==> run_1/drive_strength.png <==
Scale bar: 50 µm.
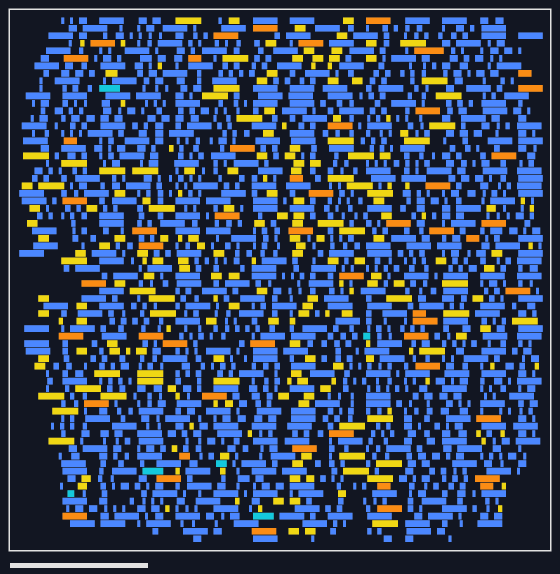
==> run_1/final_clocks.png <==
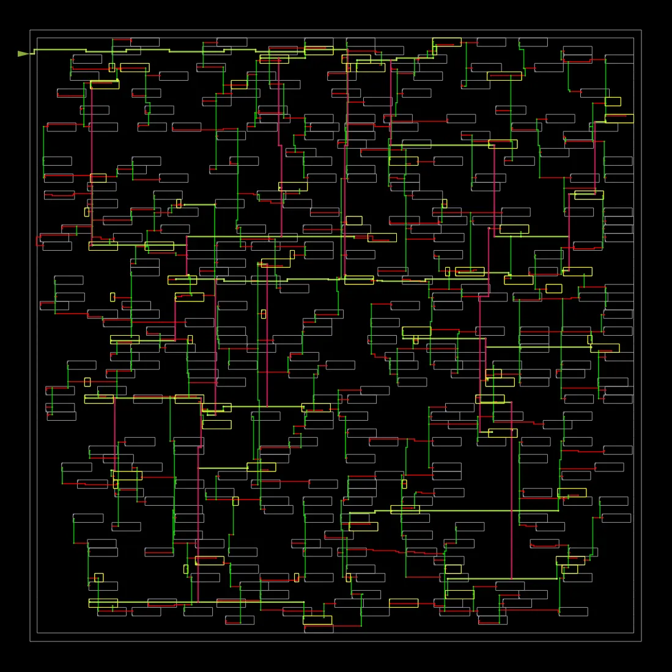
==> run_1/pins.png <==
Pins as bars across the die edge, other pins in grey.
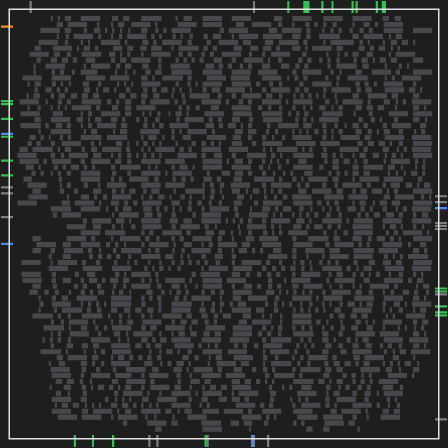
## src/rtl/clock_divider_multi.sv

```systemverilog
// Multi-channel programmable clock divider: per-channel wrap counter with a runtime limit,
// 50%-duty toggled output, one-cycle wrap tick, and immediate or wrap-deferred limit updates.
module clock_divider_multi #(
    parameter int unsigned CHANNELS      = 4,
    parameter int unsigned WIDTH         = 26,
    parameter int unsigned SEL_W         = 2,
    parameter int unsigned DEFAULT_LIMIT = 25000000
) (
    input  logic                clk_in,
    input  logic                rst_n,
    input  logic [CHANNELS-1:0] en,
    input  logic                wr_en,
    input  logic [SEL_W-1:0]    wr_sel,
    input  logic [WIDTH-1:0]    wr_limit,
    input  logic                wr_now,
    output logic [CHANNELS-1:0] clk_out,
    output logic [CHANNELS-1:0] tick_out,
    output logic [CHANNELS-1:0] pending
);

    logic [WIDTH-1:0]    count_q  [CHANNELS];
    logic [WIDTH-1:0]    count_d  [CHANNELS];
    logic [WIDTH-1:0]    limit_q  [CHANNELS];
    logic [WIDTH-1:0]    limit_d  [CHANNELS];
    logic [WIDTH-1:0]    shadow_q [CHANNELS];
    logic [WIDTH-1:0]    shadow_d [CHANNELS];
    logic [CHANNELS-1:0] clk_q, clk_d;
    logic [CHANNELS-1:0] tick_q, tick_d;
    logic [CHANNELS-1:0] pend_q, pend_d;

    always_comb begin
        clk_d  = clk_q;
        tick_d = '0;
        pend_d = pend_q;
        for (int i = 0; i < CHANNELS; i++) begin
            count_d[i]  = count_q[i];
            limit_d[i]  = limit_q[i];
            shadow_d[i] = shadow_q[i];

            if (en[i]) begin
                if (count_q[i] == limit_q[i]) begin
                    count_d[i] = '0;
                    clk_d[i]   = ~clk_q[i];
                    tick_d[i]  = 1'b1;
                    if (pend_q[i]) begin
                        limit_d[i] = shadow_q[i];
                        pend_d[i]  = 1'b0;
                    end
                end else begin
                    count_d[i] = count_q[i] + WIDTH'(1);
                end
            end

            // Writes are evaluated after the wrap so they take priority over it; a deferred
            // write landing on a wrap stays pending for the following wrap.
            if (wr_en && (32'(wr_sel) == i)) begin
                if (wr_now) begin
                    limit_d[i] = wr_limit;
                    count_d[i] = '0;
                    clk_d[i]   = 1'b0;
                    tick_d[i]  = 1'b0;
                    pend_d[i]  = 1'b0;
                end else begin
                    shadow_d[i] = wr_limit;
                    pend_d[i]   = 1'b1;
                end
            end
        end
    end

    always_ff @(posedge clk_in or negedge rst_n) begin
        if (!rst_n) begin
            for (int i = 0; i < CHANNELS; i++) begin
                count_q[i]  <= '0;
                limit_q[i]  <= WIDTH'(DEFAULT_LIMIT);
                shadow_q[i] <= '0;
            end
            clk_q  <= '0;
            tick_q <= '0;
            pend_q <= '0;
        end else begin
            for (int i = 0; i < CHANNELS; i++) begin
                count_q[i]  <= count_d[i];
                limit_q[i]  <= limit_d[i];
                shadow_q[i] <= shadow_d[i];
            end
            clk_q  <= clk_d;
            tick_q <= tick_d;
            pend_q <= pend_d;
        end
    end

    assign clk_out  = clk_q;
    assign tick_out = tick_q;
    assign pending  = pend_q;

endmodule

```

## config.mk

```make
export PLATFORM = sky130hd
export DESIGN_NAME = clock_divider_multi
export DESIGN_NICKNAME = d
export VERILOG_FILES = /design/src/rtl/clock_divider_multi.sv
export SDC_FILE = /design/constraint.sdc
export NUM_CORES = 1
export LEC_CHECK = 0
export CAP_MARGIN = 20
export CELL_PAD_IN_SITES_DETAIL_PLACEMENT = 2
export CELL_PAD_IN_SITES_GLOBAL_PLACEMENT = 2
export CORE_MARGIN = 2
export CORE_UTILIZATION = 45
export DETAILED_ROUTE_END_ITERATION = 10
export DONT_BUFFER_PORTS = 1
export GPL_TIMING_DRIVEN = 0
export PLACE_DENSITY = 0.9
export SYNTH_ARGS = -nofsm -noshare
export SYNTH_HDL_FRONTEND = slang
export SYNTH_SLANG_ARGS = --single-unit
```

## constraint.sdc

```tcl
create_clock -name clk_in -period 5.2 [get_ports clk_in]
set_input_delay 1.04 -clock clk_in [delete_from_list [all_inputs] [get_ports clk_in]]
set_output_delay 1.04 -clock clk_in [all_outputs]
set_load 0.02 [all_outputs]
```

==> reports/writeup.txt, run 1 <==
The count of library flops with an enable pin was 0; the total of clock buffers placed in the layout was 66. There are 324 flip-flops and latches. Per the synthesis report, the single largest cell type by area occupies 41.79% of cell area. According to the cell report, the number of logic gates is 1209. The run gives 0 as the number of buffers inserted by post-CTS setup repair. With the delay contributed by the slowest stage of the critical path at 0.56 ns, the share of layout cells above drive strength 1 is 15.88%. Setup total negative slack on the finished layout was measured at 0 ns. With the area added between synthesis and finish at 11.17%, the number of vias per cell is 6.434. Counting distinct cell types in the post-synthesis netlist gives 40.

The post-route standard cell area excluding fillers was 18370 µm²; the timing-limited maximum frequency was 0.3373 GHz. The run gives 7767 µm² as the logic area. The number of hold buffers added after CTS was 0. The max-slew headroom at the worst pin is 39.10%.

Most frequent cell on the critical path: sky130_fd_sc_hd__clkbuf_1. The synthesized area divided by synthesized cell count is 9.879 µm². The worst-path cell with the longest stage delay is sky130_fd_sc_hd__clkbuf_1. The pin closest to its max-slew limit shows a slew of 0.9101 ns.

With the fraction of area in multi-input gates at 42.27%, the die area is 38280 µm². The analysis reports a worst IR drop on VDD of 217.3 µV. Per the post-synthesis report, the nets total 1713. The area occupied by registers is 8168 µm². The congestion estimate from routability-driven global placement came to 0.8120. The run finished with clean final reports. The net switching power in the latest report is 2.248 mW.

Final hold analysis gives a worst-case slack of 0.1896 ns. The tools report the pre-CTS worst setup slack as 1.971 ns. Per the log, the first TritonRoute iteration ended with a DRC count of 781. With the power density over the cells at 401.5 nW/µm², the number of endpoints with negative hold slack in the final report is 0. The run gives 15.2% for the relative contribution of combinational cells to total power. The count of inverters other than clock inverters in the layout came out at 12. The portion of the post-synthesis area used by sequential elements is 49.42%, and the met1 track utilization from global routing is 41.13%. The run gives 3829 µm as the length of routed met3 wiring. For flop-to-flop paths, the worst setup slack is 2.46 ns.

The top-level I/O count is 48. The commonest cells after synthesis are sky130_fd_sc_hd__dfrtp_1 (276), sky130_fd_sc_hd__nor2_1 (237), sky130_fd_sc_hd__xnor2_1 (134). The met2 wire length is 32940 µm.

TritonCTS built the clock tree. Per the CTS log, the root buffer master is sky130_fd_sc_hd__clkbuf_16. The detailed router reported a total wirelength of 65680 µm.

The worst path needs 2.964 ns of the cycle, external delays included. The met3 track demand over resource in global routing was 6.240%. The commonest register cell after synthesis is sky130_fd_sc_hd__dfrtp_1.

Setup repair after global routing left no endpoint under its margin. Counting only logic cells after layout, the most numerous master is sky130_fd_sc_hd__dfrtp_1. At the later pin of the worst-skew pair, clock insertion delay measures 0.56 ns. The routed length per placed instance is 29.65 µm. STA classifies the critical path endpoint as a flip-flop. The tool flagged a number of max-cap violations equal to 0. The synthesized instance count is 1673.

The synthesized design spends more area on one cell type than any other, namely sky130_fd_sc_hd__dfrtp_1. The logs give 7.747 nW for the reported leakage power and 5.67 ns for the data required time of the worst path. Once synthesis finished, the tally of register bits stood at 324. The routed via count is 14250. For the sequential group, total power comes out at 3.48 mW. The run gives 2141 for the number of placed cells counting well taps.

The DRC violation count after routing came out at 0. The most popular library cell in the synthesized design by count is sky130_fd_sc_hd__dfrtp_1. The clock-pin transition on the worst setup and hold timing paths was 0.06 ns. The kind of cell with the highest combined delay along the critical path is buffers and inverters. The number of tap cells added at floorplan was 468; the pin count of the biggest net entering global routing was 325.

For reference, the top cells by area after synthesis are sky130_fd_sc_hd__dfrtp_1 (42%), sky130_fd_sc_hd__dfstp_2 (7.6%), sky130_fd_sc_hd__xnor2_1 (7.1%). The top layer used by detailed routing was met4. Walking the worst path, the cells encountered are clkbuf_1 > nand2_1 > nor3_1 > clkbuf_1 > clkbuf_1 > a31oi_1 > a21oi_1. At the end of the flow, the number of nets in the layout was 1754.
Notes on drive_strength.png above:
legend:
  yellow:
    size: drive 2
    cells: 220
    share: 13%
  cyan:
    size: drive 3 to 4
    cells: 6
    share: 0.34%
  blue:
    size: drive 1 or less
    cells: 1467
    share: 84%
  orange:
    size: drive 6 and up
    cells: 51
    share: 2.9%

Notes on final_clocks.png above:
worst clock skew: 0.01646 ns
clk sink count: 324
Clk. pwr: 2.77 mW
CTS Buf Count: 39

Notes on pins.png above:
legend:
  blue:
    port: `pending`
    pins: 4
    direction: output
    edge: 2 west, 1 south, 1 east
  green:
    port: `wr_limit`
    pins: 26
    direction: input
    edge: 11 north, 6 west, 5 east, 4 south
  orange:
    port: `clk_in`
    pins: 1
    direction: input
    edge: west
all pins by edge: 13 north, 13 east, 12 west, 10 south
height of the chip: 195.7 µm
count of port buffers added during placement: 0
die width: 195.7 µm

## run 1: worst max path at each step
stage           start            to  slack (ns)  cells after the start
3_3_place_gp   wr_now  shadow_q[67]        2.07                      5
5_1_grt        wr_now   limit_q[93]        2.17                      7
2_1_floorplan  wr_now  shadow_q[32]        2.67                      5
4_1_cts        wr_now   limit_q[93]        2.37                      7
3_5_place_dp   wr_now   limit_q[37]        1.97                      7
6_report       wr_now   limit_q[93]        2.24                      7
## run 1: logic make-up (layout without fill, tap and decap cells)
kind of cell	after synthesis	in the layout	synth area share, %
and+or+nand+nor	564	564	17.52
AOI/OAI and AO/OA	329	329	11.03
DFF	324	324	49.42
xor gates and xnor gates	204	204	10.81
buffers and inverters	140	211	3.588
muxes	108	108	7.328
adders and majority gates	4	4	0.3028
other	0	3	0
## Run 2: what changed since run 1
- CORE_UTILIZATION: 45 -> 42
- PLACE_DENSITY: 0.9 -> 0.85
- clock period: 5.2 -> 3.1 ns (I/O delays scaled with it)
==> run_2/pins.png <==
Pins as bars across the die edge, other pins in grey.
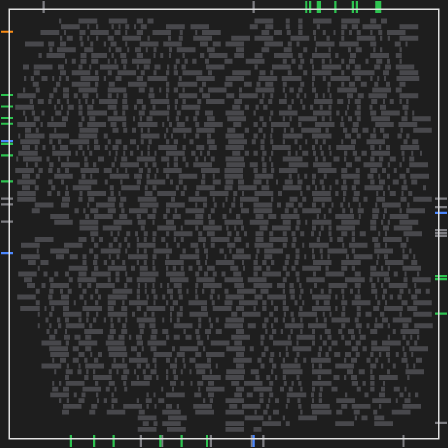
height of the chip: 202.4 µm
die width: 202.4 µm

==> run_2/drive_strength.png <==
Scale bar: 50 µm.
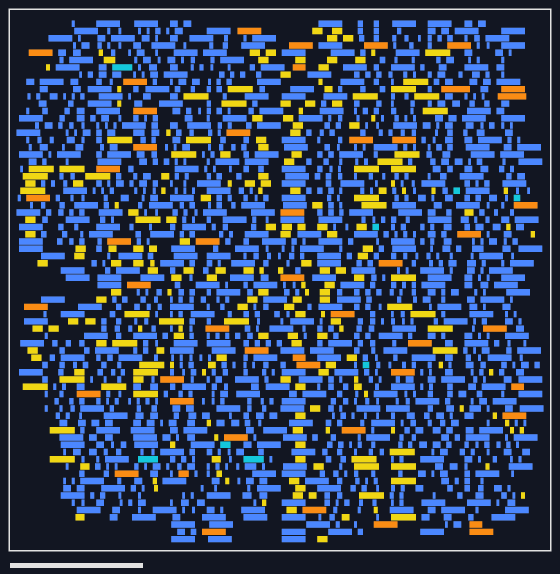
legend:
  blue:
    size: drive 1 or less
    cells: 1466
    share: 84%
  yellow:
    size: drive 2
    cells: 222
    share: 13%
  cyan:
    size: drive 3 to 4
    cells: 8
    share: 0.46%
  orange:
    size: drive 6 and up
    cells: 48
    share: 2.8%
area growth from synthesis to final layout: 11.51%
finished layout cell area: 18430 µm²
non-clock buffer count: 128
min setup slack post-route: 0.4485 ns

==> run_2/met4.png <==
Scale bar: 50 µm.
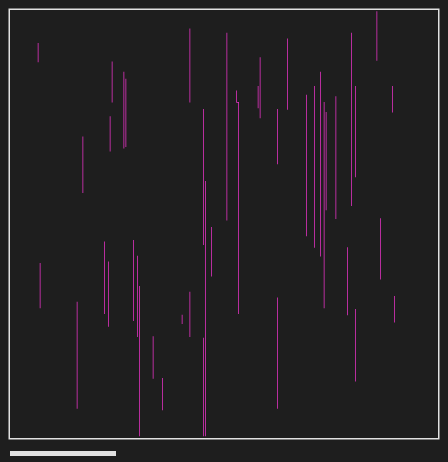
nets with wire on the layer: 26
share of all routed wire: 3.2%
wire length on this layer: 1810 µm

==> run 2 against run 1 <==
The run now ends with negative hold slack left. Synthesized cell count unchanged. Clock skew increased by 0.0048 ns. Clock power rose by 66%. Clock-buffer cell count fell by 5. Critical path depth is 1 lower. Synthesized area unchanged. Non-clock buffer count unchanged. Cell area grew 0.31%. Sequential power rose by 65%. Worst hold slack worse by 0.42 ns. Wire length shrank 14%. Critical path type is now reg -> reg. Highest routed layer unchanged.
==> reports/writeup.txt, run 2 <==
The number of tap cells added at floorplan was 518 (was 468). List of most frequent post-synthesis cells: sky130_fd_sc_hd__dfrtp_1 (276), sky130_fd_sc_hd__nor2_1 (237), sky130_fd_sc_hd__xnor2_1 (134) (unchanged). The reported leakage power was 7.739 nW (was 7.747 nW); the register-to-register path setup slack was 0.45 ns (was 2.46 ns). For the met3 track demand over resource in global routing, the log shows 5.950% (was 6.240%). The final reports fail on negative hold slack.

The flip-flop and latch count was 324 (unchanged). The run gives 2191 (was 2141) for the number of placed cells counting well taps. The register bit total from synthesis works out to 324 (unchanged). The tools report the critical path endpoint as limit_q[23] (was limit_q[93]). The final weighted congestion of routability-driven global placement came out at 0.7875 (was 0.8120).

The critical path depth is 6 (was 7), and the initial antenna violation count is 4 (was 6). The top logic cell by instance count in the layout was sky130_fd_sc_hd__dfrtp_1 (unchanged). The run gives 41.79% (unchanged) for the share of Yosys cell area claimed by the top area cell type.

Sequence of cells on the critical path: xor2_1 > nor4_1 > nand4_1 > clkbuf_1 > o21ai_0 > a21oi_1 (was clkbuf_1 > nand2_1 > nor3_1 > clkbuf_1 > clkbuf_1 > a31oi_1 > a21oi_1). The number of nets produced by synthesis is 1713 (unchanged). Worst-path cell with the longest stage delay: sky130_fd_sc_hd__nor4_1 (was sky130_fd_sc_hd__clkbuf_1). The DRC violation count after routing was 0 (unchanged). The synthesized area divided by synthesized cell count works out to 9.879 µm² (unchanged). The run gives 0.02125 ns (was 0.01646 ns) as the post-route clock skew. With the clock latency on the worst-skew pair at 0.56 ns (about the same), the count of library flops with an enable pin is 0 (unchanged). The number of clock sinks seen by CTS is 324 (unchanged), and the delay contributed by the slowest stage of the critical path is 0.52 ns (was 0.56 ns).

Most popular library cell in the synthesized design by count: sky130_fd_sc_hd__dfrtp_1 (unchanged). Cell types occupying the most area after synthesis: sky130_fd_sc_hd__dfrtp_1 (42%), sky130_fd_sc_hd__dfstp_2 (7.6%), sky130_fd_sc_hd__xnor2_1 (7.1%) (unchanged). Cell chosen for the clock root: sky130_fd_sc_hd__clkbuf_16 (unchanged).

The data required time of the worst path was 3.51 ns (was 5.67 ns). The max-capacitance violation count was 0 (unchanged). With the power density over the cells at 654.5 nW/µm² (was 401.5 nW/µm²), the number of vias per cell is 5.883 (was 6.434). Start point of the critical path: count_q[7] (was wr_now).

The run gives 1209 (unchanged) for the number of combinational gates with multiple inputs. The cell internal power dissipation is 8.582 mW (was 5.128 mW). The run gives 42.67% (was 45.47%) as the fraction of the core area occupied by cells at floorplan.

The commonest register cell after synthesis is sky130_fd_sc_hd__dfrtp_1 (unchanged). The tools report the critical path capture point type as a flip-flop (unchanged). The relative contribution of combinational cells to total power is 14.3% (was 15.2%), and the met1 track utilization from global routing is 36.73% (was 41.13%).

Final layout net count: 1754 (unchanged). The routed length per placed instance was 25.04 µm (was 29.65 µm). The fraction of area in multi-input gates is 42.15% (was 42.27%).

The max-slew headroom at the worst pin is 36.53% (was 39.10%). The slew at the pin with the worst max-slew slack was 0.9486 ns (was 0.9101 ns). With the switching power of the nets at 3.481 mW (was 2.248 mW), the number of input and output port buffers inserted is 0 (unchanged).

The run gives 27670 µm (was 32940 µm) for the met2 wire length. The count of inverters other than clock inverters in the layout is 12 (unchanged), and the timing-limited maximum frequency is 0.3772 GHz. The cell type contributing the most total cell area after synthesis was sky130_fd_sc_hd__dfrtp_1 (unchanged). The logs give 0.4428 ns (was 1.971 ns) for the pre-CTS worst setup slack and 56680 µm (was 65680 µm) for the wire length after detailed routing. The total of clock buffers placed in the layout was 61 (was 66). With the CTS buffer count at 39 (unchanged), the clock-pin transition on the worst setup and hold timing paths is 0.06 ns (about the same). The length of routed met3 wiring came out at 3164 µm (was 3829 µm). The number of standard-cell rows in the floorplan is 72 (was 70). The tools report the met2 capacity usage during global routing as 47.31% (was 60.37%). The run finished, with violations left.

The share of layout cells above drive strength 1 came out at 15.94% (was 15.88%). The top layer used by detailed routing is met4 (unchanged). For the maximum vdd drop, the log shows 417.3 µV (was 217.3 µV). The run gives 281 (was 0) for the number of endpoints with negative hold slack in the final report. The pin count of the biggest net entering global routing was 325 (unchanged). The largest cell class by area is sequential cells (unchanged).

The final critical delay including setup and external delays was 2.651 ns. The logic area is 7767 µm² (unchanged), and the area occupied by registers is 8168 µm² (unchanged). Tightest hold margin: -0.2308 ns (was 0.1896 ns). For the post-synthesis cell count, the log shows 1673 (unchanged). With the top-level I/O count at 48 (unchanged), the portion of the post-synthesis area used by sequential elements is 49.42% (unchanged). The run gives 673 (was 781) for the number of DRC markers after the initial detailed-route iteration. TritonCTS built the clock tree. The number of buffers inserted by post-CTS setup repair came out at 0 (unchanged).
## run 2: cell counts after synthesis
Identical to the previous run, type by type.
## run 2: kinds of logic (layout without fill, tap and decap cells)
family | after synthesis | in the layout | share of synthesized area (%)
flops | 324 | 324 | 49.42
fa+ha+maj | 4 | 4 | 0.3028
other cells | 0 | 2 | 0
compound gates | 329 | 329 | 11.03
buf+inv | 140 | 211 | 3.588
simple gates | 564 | 564 | 17.52
xor+xnor | 204 | 204 | 10.81
mux | 108 | 108 | 7.328
## run 2: power groups by stage
stage	clock, mW	sequential, mW	combinational (mW)
final	4.60	5.75	1.72
after global routing	4.86	5.83	1.92
after CTS	4.69	5.74	1.73
after detailed placement	0	5.79	1.67
after global placement	0	5.72	1.52
after floorplan	0	5.52	1.30
## Run 3: what changed since run 2
- SLEW_MARGIN: not set -> 10
==> run_3/pins.png <==
Pins as bars across the die edge, other pins in grey.
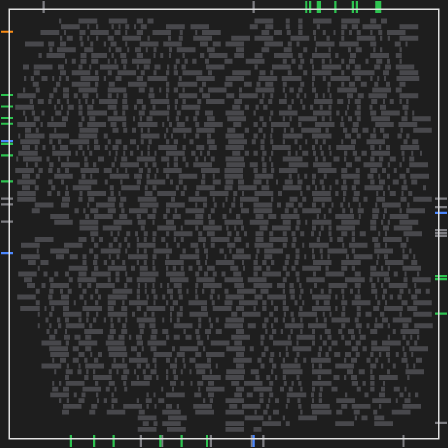
legend:
  orange:
    port: `clk_in`
    pins: 1
    direction: input
    edge: west
  blue:
    port: `pending`
    pins: 4
    direction: output
    edge: 2 west, 1 south, 1 east
  green:
    port: `wr_limit`
    pins: 26
    direction: input
    edge: 10 north, 7 west, 6 south, 3 east

==> run_3/clock_map.png <==
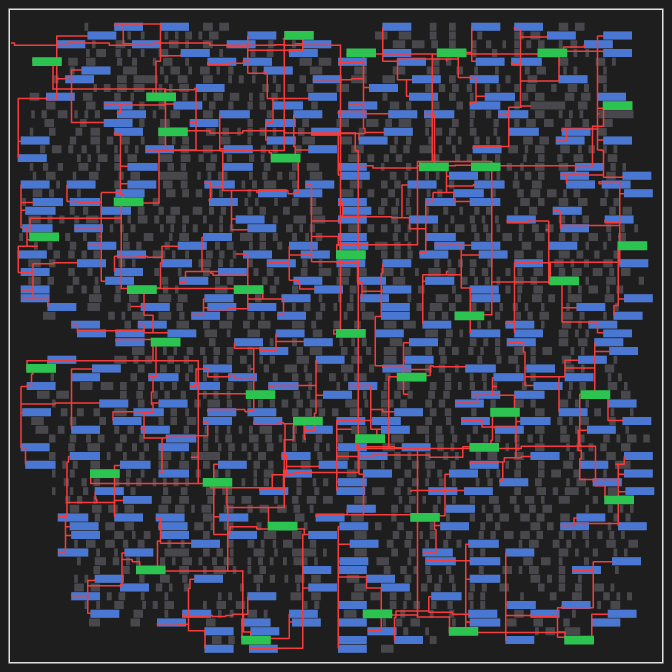
legend:
  green:
    item: cells driving clock nets
    count: 39
  blue:
    item: flip-flops
    count: 324
  red:
    item: clock wires
    length: 5090 µm
flops lie: all over the die
Clk. pwr: 4.60 mW
clk ins delay skew pair: 0.56 ns
clock share of power: 38.1%

==> run_3/met4.png <==
Scale bar: 50 µm.
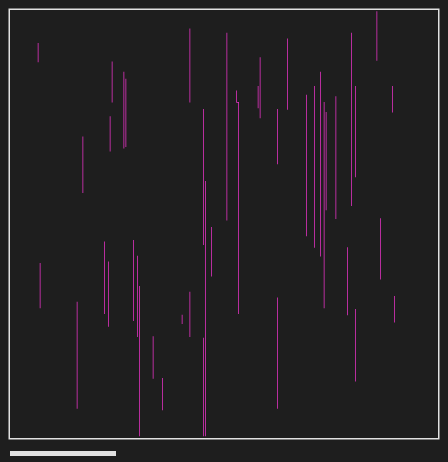
Total Wirelength: 56680 µm
count of vias placed by the detailed router: 13320

==> run 3 against run 2 <==
The flow still finishes with violations (negative hold slack). Synthesized area stayed put. Die size stayed put. Register-to-register slack hardly changed. Worst setup slack stayed put. Synthesized cell count stayed put. Combinational power hardly changed. Worst hold slack stayed put. Sequential share of layout area stayed put. First-iteration DRC count stayed put. Sequential cell count stayed put. Clock-buffer cell count stayed put. Critical endpoint unchanged. Highest routed layer unchanged.
==> reports/writeup.txt, run 3 <==
The number of antenna diodes is 2 (unchanged), and the sum of negative setup slack is 0 ns (unchanged). The tools report the cell chosen for the clock root as sky130_fd_sc_hd__clkbuf_16 (unchanged). With the count of inverters other than clock inverters in the layout at 12 (unchanged), the initial antenna violation count is 4 (unchanged). TritonCTS built the clock tree.

List of most frequent post-synthesis cells: sky130_fd_sc_hd__dfrtp_1 (276), sky130_fd_sc_hd__nor2_1 (237), sky130_fd_sc_hd__xnor2_1 (134) (unchanged). For the post-route worst setup slack, the log shows 0.4485 ns (unchanged). The tools report the start point of the critical path as count_q[7] (unchanged). Critical path capture point type: a flip-flop (unchanged). Cell types occupying the most area after synthesis: sky130_fd_sc_hd__dfrtp_1 (42%), sky130_fd_sc_hd__dfstp_2 (7.6%), sky130_fd_sc_hd__xnor2_1 (7.1%) (unchanged). The power density over the cells was 654.5 nW/µm² (unchanged); the area added between synthesis and finish was 11.51% (unchanged). The run gives 36.53% (unchanged) for the max-slew headroom at the worst pin. The area share of buffers outside the clock network is 2.974% (unchanged), and the DRC violation count after routing is 0 (unchanged).

The area occupied by registers is 8168 µm² (unchanged), and the post-route clock skew is 0.02125 ns (unchanged). With the delay contributed by the slowest stage of the critical path at 0.52 ns (about the same), the global-route usage over all layers is 28.27% (unchanged). The run gives 0.3772 GHz (unchanged) as the timing-limited maximum frequency. The top logic cell by instance count in the layout is sky130_fd_sc_hd__dfrtp_1 (unchanged). The cell type contributing the most total cell area after synthesis was sky130_fd_sc_hd__dfrtp_1 (unchanged).

The number of input and output port buffers inserted came out at 0 (unchanged). With the fraction of the core area occupied by cells at floorplan at 42.67% (unchanged), the pre-CTS worst setup slack is 0.4428 ns (unchanged). The number of buffers inserted by post-CTS setup repair is 0 (unchanged). Clock-pin transition on the worst setup and hold timing paths: 0.06 ns (about the same).

The fraction of area in multi-input gates was 42.15% (unchanged); the antenna violation net count after detailed routing was 0 (unchanged). The top power consumer group was sequential cells (unchanged). With the pin count of the biggest net entering global routing at 325 (unchanged), the combinational logic power is 1.72 mW (about the same). The count of warning messages emitted by the tools was 31 (unchanged); the count of library flops with an enable pin was 0 (unchanged).

The critical path endpoint was limit_q[23] (unchanged). The number of buffers outside the clock class in the layout came out at 128 (unchanged). Setup repair after global routing left no endpoint under its margin. The run gives 5.75 mW (about the same) as the sequential cell power. The data required time of the worst path came out at 3.51 ns (about the same). The run finished, with violations left.

The post-synthesis cell count is 1673 (unchanged), and the cell internal power dissipation is 8.582 mW (unchanged). The most popular library cell in the synthesized design by count was sky130_fd_sc_hd__dfrtp_1 (unchanged). The number of nets produced by synthesis was 1713 (unchanged); the final critical delay including setup and external delays was 2.651 ns (unchanged).

The die boundary width was 202.4 µm (unchanged); the number of standard-cell rows in the floorplan was 72 (unchanged). The portion of the post-synthesis area used by sequential elements came out at 49.42% (unchanged). The run gives 3.481 mW (unchanged) as the switching power of the nets. For the flip-flop and latch count, the log shows 324 (unchanged).

Share of layout cells above drive strength 1: 15.94% (unchanged). The tools report the fill cell total of the finished layout as 4054 (unchanged). Number of vias per cell: 5.883 (unchanged). The family with the most delay on the worst path was simple AND/OR/NAND/NOR gates (unchanged). The routed length per placed instance works out to 25.04 µm (unchanged). Number of clock sinks seen by CTS: 324 (unchanged). Largest cell class by area: sequential cells (unchanged). Tightest hold margin: -0.2308 ns (unchanged).

The die extent in y came out at 202.4 µm (unchanged). The run gives 2 (unchanged) as the number of levels in the clock H-tree. The run gives 518 (unchanged) for the number of tap cells added at floorplan. The run gives 417.3 µV (unchanged) as the maximum vdd drop. Synthesized area divided by synthesized cell count: 9.879 µm² (unchanged).

Sequence of cells on the critical path: xor2_1 > nor4_1 > nand4_1 > clkbuf_1 > o21ai_0 > a21oi_1 (unchanged). The tools report the part of the power in registers as 47.6% (about the same). The worst-path cell with the longest stage delay is sky130_fd_sc_hd__nor4_1 (unchanged). With the final layout net count at 1754 (unchanged), the share of Yosys cell area claimed by the top area cell type is 41.79% (unchanged). The relative contribution of combinational cells to total power was 14.3% (about the same). With the register-to-register path setup slack at 0.45 ns (about the same), the total of clock buffers placed in the layout is 61 (unchanged).

The critical path depth was 6 (unchanged). With the top-level I/O count at 48 (unchanged), the register bit total from synthesis is 324 (unchanged). The final weighted congestion of routability-driven global placement was 0.7875 (unchanged). The run gives 40 (unchanged) as the number of unique standard cell types used by synthesis. Slew at the pin with the worst max-slew slack: 0.9486 ns (unchanged).

The post-route standard cell area excluding fillers is 18430 µm² (unchanged). For the max-capacitance violation count, the log shows 0 (unchanged). The commonest register cell after synthesis is sky130_fd_sc_hd__dfrtp_1 (unchanged). Failing checks: negative hold slack (unchanged). The run gives 7.739 nW (unchanged) as the reported leakage power. The logs give 40960 µm² (unchanged) for the die area and 281 (unchanged) for the number of endpoints with negative hold slack in the final report. The CTS buffer count came out at 39 (unchanged).

The number of combinational gates with multiple inputs was 1209 (unchanged); the logic area was 7767 µm² (unchanged). The sequential share of cell area is 44.32% (unchanged), and the number of DRC markers after the initial detailed-route iteration is 673 (unchanged).
-- run 3: cell counts after synthesis --
Identical to the previous run, type by type.
-- run 3: cells by family after synthesis --
group           share of synthesized area [%]
buf+inv                                 3.588
fa+ha+maj                              0.3028
flops                                   49.42
mux                                     7.328
compound gates                          11.03
simple gates                            17.52
xor+xnor                                10.81
-- run 3: layer usage --
layer  vias up  global-route usage, %  part of all wire [%]
met4         0                  8.863                   3.2
met3       100                  5.950                   5.6
met5         -                      0                     0
met2       275                  47.31                    49
li1       5973                      -                     -
met1      6971                  36.73                    42
-- run 3: per-stage QoR --
stage	std cells	util [%]
final	2264	47.58
after global routing	2262	47.56
after CTS	2262	47.56
after detailed placement	2191	44.34
after global placement	2191	44.34
after floorplan	1673	-
Power is estimated from default activity; no workload was simulated.
